Run 1, cells colored by class:
Fill, decap, tap and diode cells in gray.
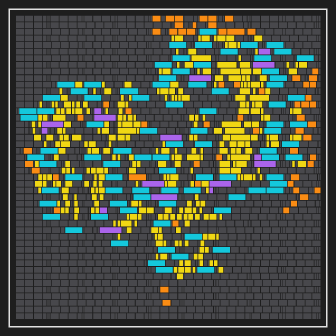
Run 1, sizing map:
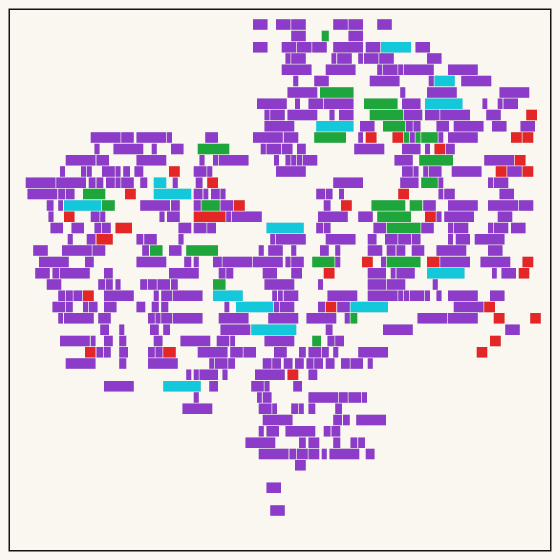
Run 1, metal layers overlaid:
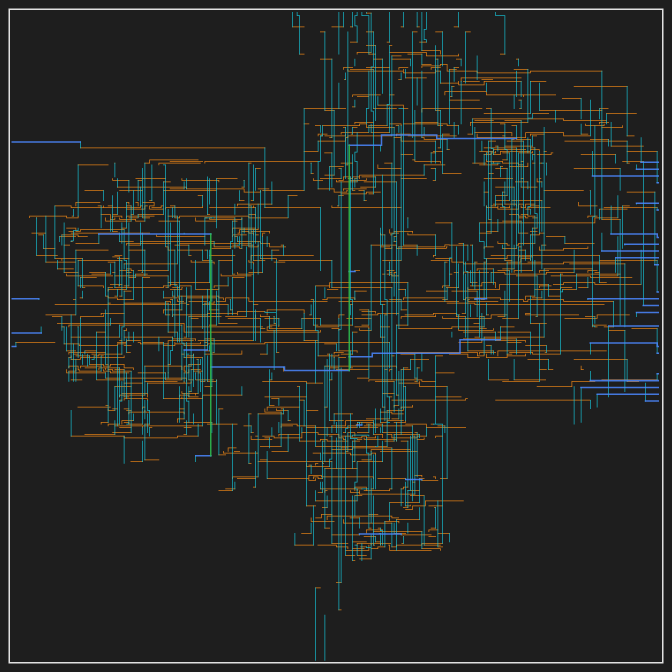
## config.mk

```make
export PLATFORM = sky130hd
export DESIGN_NAME = sseg_scan_driver
export DESIGN_NICKNAME = d
export VERILOG_FILES = /design/src/rtl/sseg_scan_driver.sv
export SDC_FILE = /design/constraint.sdc
export NUM_CORES = 1
export LEC_CHECK = 0
export CORE_MARGIN = 2
export CORE_UTILIZATION = 25
export CTS_CLUSTER_SIZE = 10
export DETAILED_ROUTE_END_ITERATION = 16
export PLACE_DENSITY = 0.51
export SYNTH_ARGS = -nofsm -noshare
export SYNTH_HDL_FRONTEND = slang
export SYNTH_SLANG_ARGS = --single-unit
```

## constraint.sdc

```tcl
create_clock -name clk -period 2.04 [get_ports clk]
set_input_delay 0.204 -clock clk [delete_from_list [all_inputs] [get_ports clk]]
set_output_delay 0.204 -clock clk [all_outputs]
set_load 0.1 [all_outputs]
```

## src/rtl/sseg_scan_driver.sv

```systemverilog
// Multiplexed 4-digit active-low seven-segment driver with guard interval, per-digit blank and blink.
// Define SSEG_LZB_EN to enable leading-zero blanking of digits 3..1.
module sseg_scan_driver #(
    parameter int REFRESH_DIV = 100000,
    parameter int GUARD_CYC   = 4,
    parameter int BLINK_DIV   = 50000000
) (
    input  logic        clk,
    input  logic        rst_n,
    input  logic        load,
    input  logic [15:0] digits,
    input  logic [3:0]  dp_in,
    input  logic [3:0]  blank_in,
    input  logic [3:0]  blink_in,
    output logic [6:0]  seg,
    output logic        dp,
    output logic [3:0]  an,
    output logic        scan_tick
);

    localparam int CW = $clog2(REFRESH_DIV);
    localparam int BW = $clog2(BLINK_DIV);
    localparam logic [CW-1:0] CNT_LAST   = CW'(REFRESH_DIV - 1);
    localparam logic [CW-1:0] GUARD_END  = CW'(GUARD_CYC);
    localparam logic [BW-1:0] BLINK_LAST = BW'(BLINK_DIV - 1);

    logic [CW-1:0] cnt_q, cnt_d;
    logic [1:0]    idx_q, idx_d;
    logic [BW-1:0] blinkCnt_q, blinkCnt_d;
    logic          blinkPhase_q, blinkPhase_d;
    logic [15:0]   digits_q;
    logic [3:0]    dpShadow_q, blank_q, blink_q;
    logic [6:0]    seg_q, seg_d;
    logic [3:0]    an_q, an_d;
    logic          dpOut_q, dpOut_d;
    logic          tick_q, tick_d;
    logic          cntWrap, blinkWrap, dark;
    logic [3:0]    nibble;
    logic [3:0]    lzbDark;

    function automatic logic [6:0] decode(input logic [3:0] nib);
        case (nib)
            4'h0: return 7'h40;
            4'h1: return 7'h79;
            4'h2: return 7'h24;
            4'h3: return 7'h30;
            4'h4: return 7'h19;
            4'h5: return 7'h12;
            4'h6: return 7'h02;
            4'h7: return 7'h78;
            4'h8: return 7'h00;
            4'h9: return 7'h10;
            4'hA: return 7'h08;
            4'hB: return 7'h03;
            4'hC: return 7'h46;
            4'hD: return 7'h21;
            4'hE: return 7'h06;
            default: return 7'h0E;
        endcase
    endfunction

`ifdef SSEG_LZB_EN
    // A digit is a leading zero only if it and every digit to its left are zero.
    logic z3, z2, z1;
    assign z3 = (digits_q[15:12] == 4'h0);
    assign z2 = (digits_q[11:8] == 4'h0);
    assign z1 = (digits_q[7:4] == 4'h0);
    assign lzbDark = {z3, z3 & z2, z3 & z2 & z1, 1'b0};
`else
    assign lzbDark = 4'b0000;
`endif

    always_comb begin
        cntWrap      = (cnt_q == CNT_LAST);
        cnt_d        = cntWrap ? '0 : cnt_q + 1'b1;
        idx_d        = cntWrap ? idx_q + 2'd1 : idx_q;
        tick_d       = cntWrap;
        blinkWrap    = (blinkCnt_q == BLINK_LAST);
        blinkCnt_d   = blinkWrap ? '0 : blinkCnt_q + 1'b1;
        blinkPhase_d = blinkPhase_q ^ blinkWrap;
        nibble       = digits_q[{idx_q, 2'b00} +: 4];
        dark         = (cnt_q < GUARD_END) | blank_q[idx_q]
                     | (blink_q[idx_q] & blinkPhase_q) | lzbDark[idx_q];
        an_d         = dark ? 4'hF : ~(4'b0001 << idx_q);
        seg_d        = dark ? 7'h7F : decode(nibble);
        dpOut_d      = dark ? 1'b1 : ~dpShadow_q[idx_q];
    end

    always_ff @(posedge clk) begin
        if (!rst_n) begin
            cnt_q        <= '0;
            idx_q        <= '0;
            blinkCnt_q   <= '0;
            blinkPhase_q <= 1'b0;
            digits_q     <= '0;
            dpShadow_q   <= '0;
            blank_q      <= '0;
            blink_q      <= '0;
            an_q         <= 4'hF;
            seg_q        <= 7'h7F;
            dpOut_q      <= 1'b1;
            tick_q       <= 1'b0;
        end else begin
            cnt_q        <= cnt_d;
            idx_q        <= idx_d;
            blinkCnt_q   <= blinkCnt_d;
            blinkPhase_q <= blinkPhase_d;
            an_q         <= an_d;
            seg_q        <= seg_d;
            dpOut_q      <= dpOut_d;
            tick_q       <= tick_d;
            // Shadow capture never disturbs the scan position.
            if (load) begin
                digits_q   <= digits;
                dpShadow_q <= dp_in;
                blank_q    <= blank_in;
                blink_q    <= blink_in;
            end
        end
    end

    assign seg       = seg_q;
    assign dp        = dpOut_q;
    assign an        = an_q;
    assign scan_tick = tick_q;

endmodule

```

==> results_slide.txt, run 1 <==
Key Metrics from the Run

Run status
  – Status: finished clean

Global route
  – Vias in the first global route: 2999
  – M2 GR Usage: 0.180

Finish
  – Top Registers: blinkCnt_q (26), cnt_q (17), digits_q (16)
  – Seq. cell area: 1750 um^2
  – Synth-to-Final Area Change: 26.0%
  – Comb gate area: 2080 um^2
  – Comb area share: 0.415
  – Top reg by flops: blinkCnt_q

Clock tree
  – Clock Path Buffers: 2
  – Hold_buf cts: 0
  – TritonCTS Buffers: 9

Timing
  – Hold Slack: 0.376 ns
  – Fin crit share: 0.956

Synthesis
  – Count of different cell masters after synthesis: 48
  – Count leader, synth: dfxtp_1
  – Post-synth top area cell: dfxtp_1
  – Mapped cell area: 3970 um^2
  – Multiplexer share: 0.124
  – Syn avg cell area: 9.45 um^2

Detailed routing
  – Drt via density: 4.51
  – Metal-1 WL: 4130 um
  – Met2 wire length: 4090 um

Pwr
  – Comb pwr share: 0.082
  – Net Sw Frac: 0.231
  – Final total power: 3.75 mW

Min path
  – Hold path depth: 3
  – Hold path startpoint: load

Die
  – Die W: 130 um
  – Vertical die size: 130 um

Worst setup path
  – Worst path bufs/invs: 2
  – Worst R2R Setup Slack: 0.09 ns
  – WP data arrival: 2.19 ns

Place
  – Pre-CTS WS: 0.0717 ns
Notes on 'cells colored by class' above:
class	color	cells	share of their area
remaining logic cells	yellow	311	45%
clock drivers and dummy loads	purple	16	6.5%
sequential cells	cyan	87	37%
remaining buffers and delay cells	orange	61	12%
post-route cell area: 5000 um^2
post-layout util: 0.318

Notes on 'sizing map' above:
size	color	cells
x1 and smaller	purple	400
x3 and x4	red	35
x2	green	26
x6 and larger	cyan	14
Non-clk bufs: 61
Final WS setup: 0.0893 ns

Notes on 'metal layers overlaid' above:
layer	color	wire length
M2	cyan	4090 um
M1	orange	4130 um
M3	blue	322 um
M4	green	89.1 um
WL/cell: 12.5 um
Detailed Route WL: 8630 um
gr usage total: 0.109
Vias: 3118

==> run 1: power groups by stage <==
stage	Sequential [mW]	Combinational (mW)	Clock (mW)
2_1_floorplan	1.84	0.161	0
3_3_place_gp	1.82	0.302	0
3_5_place_dp	1.82	0.306	0
4_1_cts	1.78	0.307	1.74
5_1_grt	1.79	0.336	1.79
6_report	1.78	0.306	1.67
==> run 1: cell usage in the layout, fill, tap and decap left out, types with 10 or more instances in the layout <==
cell type	netlist	layout
or3_1	14	14
nor2_1	58	58
dfxtp_1	87	84
mux2i_1	29	29
inv_1	12	10
o21ai_0	14	14
nand4_1	15	15
buf_4	1	29
nand3_1	16	16
xor2_1	20	20
nand2_1	27	27
ha_1	12	10
clkdlybuf4s50_1	0	29
a21oi_1	18	18
==> run 2, diff against run 1 <==
--- a/config.mk
+++ b/config.mk
@@ -5,6 +5,7 @@
 export SDC_FILE = /design/constraint.sdc
 export NUM_CORES = 1
 export LEC_CHECK = 0
+export CORE_ASPECT_RATIO = 1.4
 export CORE_MARGIN = 2
 export CORE_UTILIZATION = 25
 export CTS_CLUSTER_SIZE = 10
Run 2, cells colored by class:
Fill, decap, tap and diode cells in gray.
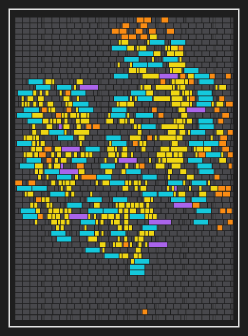
class	color	cells	share of their area
remaining buffers and delay cells	orange	64	12%
remaining logic cells	yellow	311	45%
sequential cells	cyan	87	37%
clock drivers and dummy loads	purple	13	5.7%
post-route cell area: 4950 um^2
Core Region: 15500 um^2
# rows: 54
post-layout util: 0.319
Seq/total area: 0.353

==> results_slide.txt, run 2 <==
Key Metrics from the Run

Run status
  – Status: finished clean

Die
  – Die W: 110 um (-15%)
  – Vertical die size: 153 um (+18%)

Finish
  – Top reg by flops: blinkCnt_q
  – Synth-to-Final Area Change: 24.7%
  – Dominant logic cell type in the layout: dfxtp_1
  – Most frequent cells in the layout: dfxtp_1, nor2_1, buf_4, mux2i_1, clkdlybuf4s50_1

Place
  – Pre-CTS WS: 0.0286 ns (-0.0430 ns)

Timing
  – Final WS setup: 0.0783 ns (-0.0110 ns)
  – Hold Slack: 0.430 ns (+0.0545 ns)
  – Fin crit share: 0.962 (+0.00540)

Clock tree
  – TritonCTS Buffers: 9 (unchanged)
  – Clock Path Buffers: 2 (unchanged)

Detailed routing
  – Metal-1 WL: 3960 um (-3.9%)
  – Vias: 3191 (+2.3%)
  – Detailed Route WL: 9140 um (+6.0%)
  – WL/cell: 13.6 um (+9.2%)
  – Drt via density: 4.76 (+5.4%)

Worst setup path
  – Worst path bufs/invs: 2 (unchanged)
  – WP data arrival: 2.19 ns (about the same)
  – Worst R2R Setup Slack: 0.08 ns (about the same)

Synthesis
  – Syn avg cell area: 9.45 um^2 (unchanged)
  – Multiplexer share: 0.124 (unchanged)
  – Post-synth top area cell: dfxtp_1
  – Count of different cell masters after synthesis: 48 (unchanged)

Min path
  – Hold path startpoint: blinkCnt_q[0]
  – Hold path depth: 1 (-2)

Global route
  – Vias in the first global route: 3230 (+7.7%)
  – M2 GR Usage: 0.189 (+0.00916)

Pwr
  – Comb pwr share: 0.085 (+0.003)
  – Final total power: 3.63 mW (-3.3%)
Run 2, port wiring:
Scale bar: 20 um.
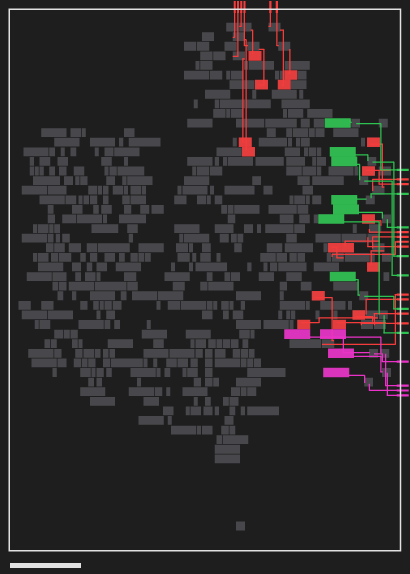
port	color	bits	direction	edge	end cells	buffers	wire
`an`	magenta	4	output	east	4	4	95.9 um
`seg`	green	7	output	east	7	7	197 um
`digits`	red	16	input	10 east, 6 north	16	16	408 um
IO Count: 44
PortBufs: 43

==> run 2: cell counts after synthesis <==
Identical to the previous run, type by type.
==> run 2: power groups by stage <==
stage | clock network [mW] | registers [mW] | logic [mW]
after global routing | 1.67 | 1.79 | 0.335
after floorplan | 0 | 1.84 | 0.161
after detailed placement | 0 | 1.82 | 0.304
after global placement | 0 | 1.82 | 0.295
after CTS | 1.61 | 1.78 | 0.306
final | 1.54 | 1.78 | 0.308
==> run 2: layout make-up <==
type	count	area [um^2]
repair buffers	64	563
flip-flops and latches	87	1750
well taps	196	245
clock inverters	2	35.0
inverters	13	48.8
clock buffers	11	233
fillers	1614	10600
multi-input cells	298	2080
==> run 2: what timing repair did <==
| action | in CTS | in global routing |
|---|---|---|
| resized | 0 | 6 |
| setup endpoints to repair | 0 | 6 |
| buffers inserted | 0 | 5 |
No activity file was given, so power comes from the tool's default toggle rates.
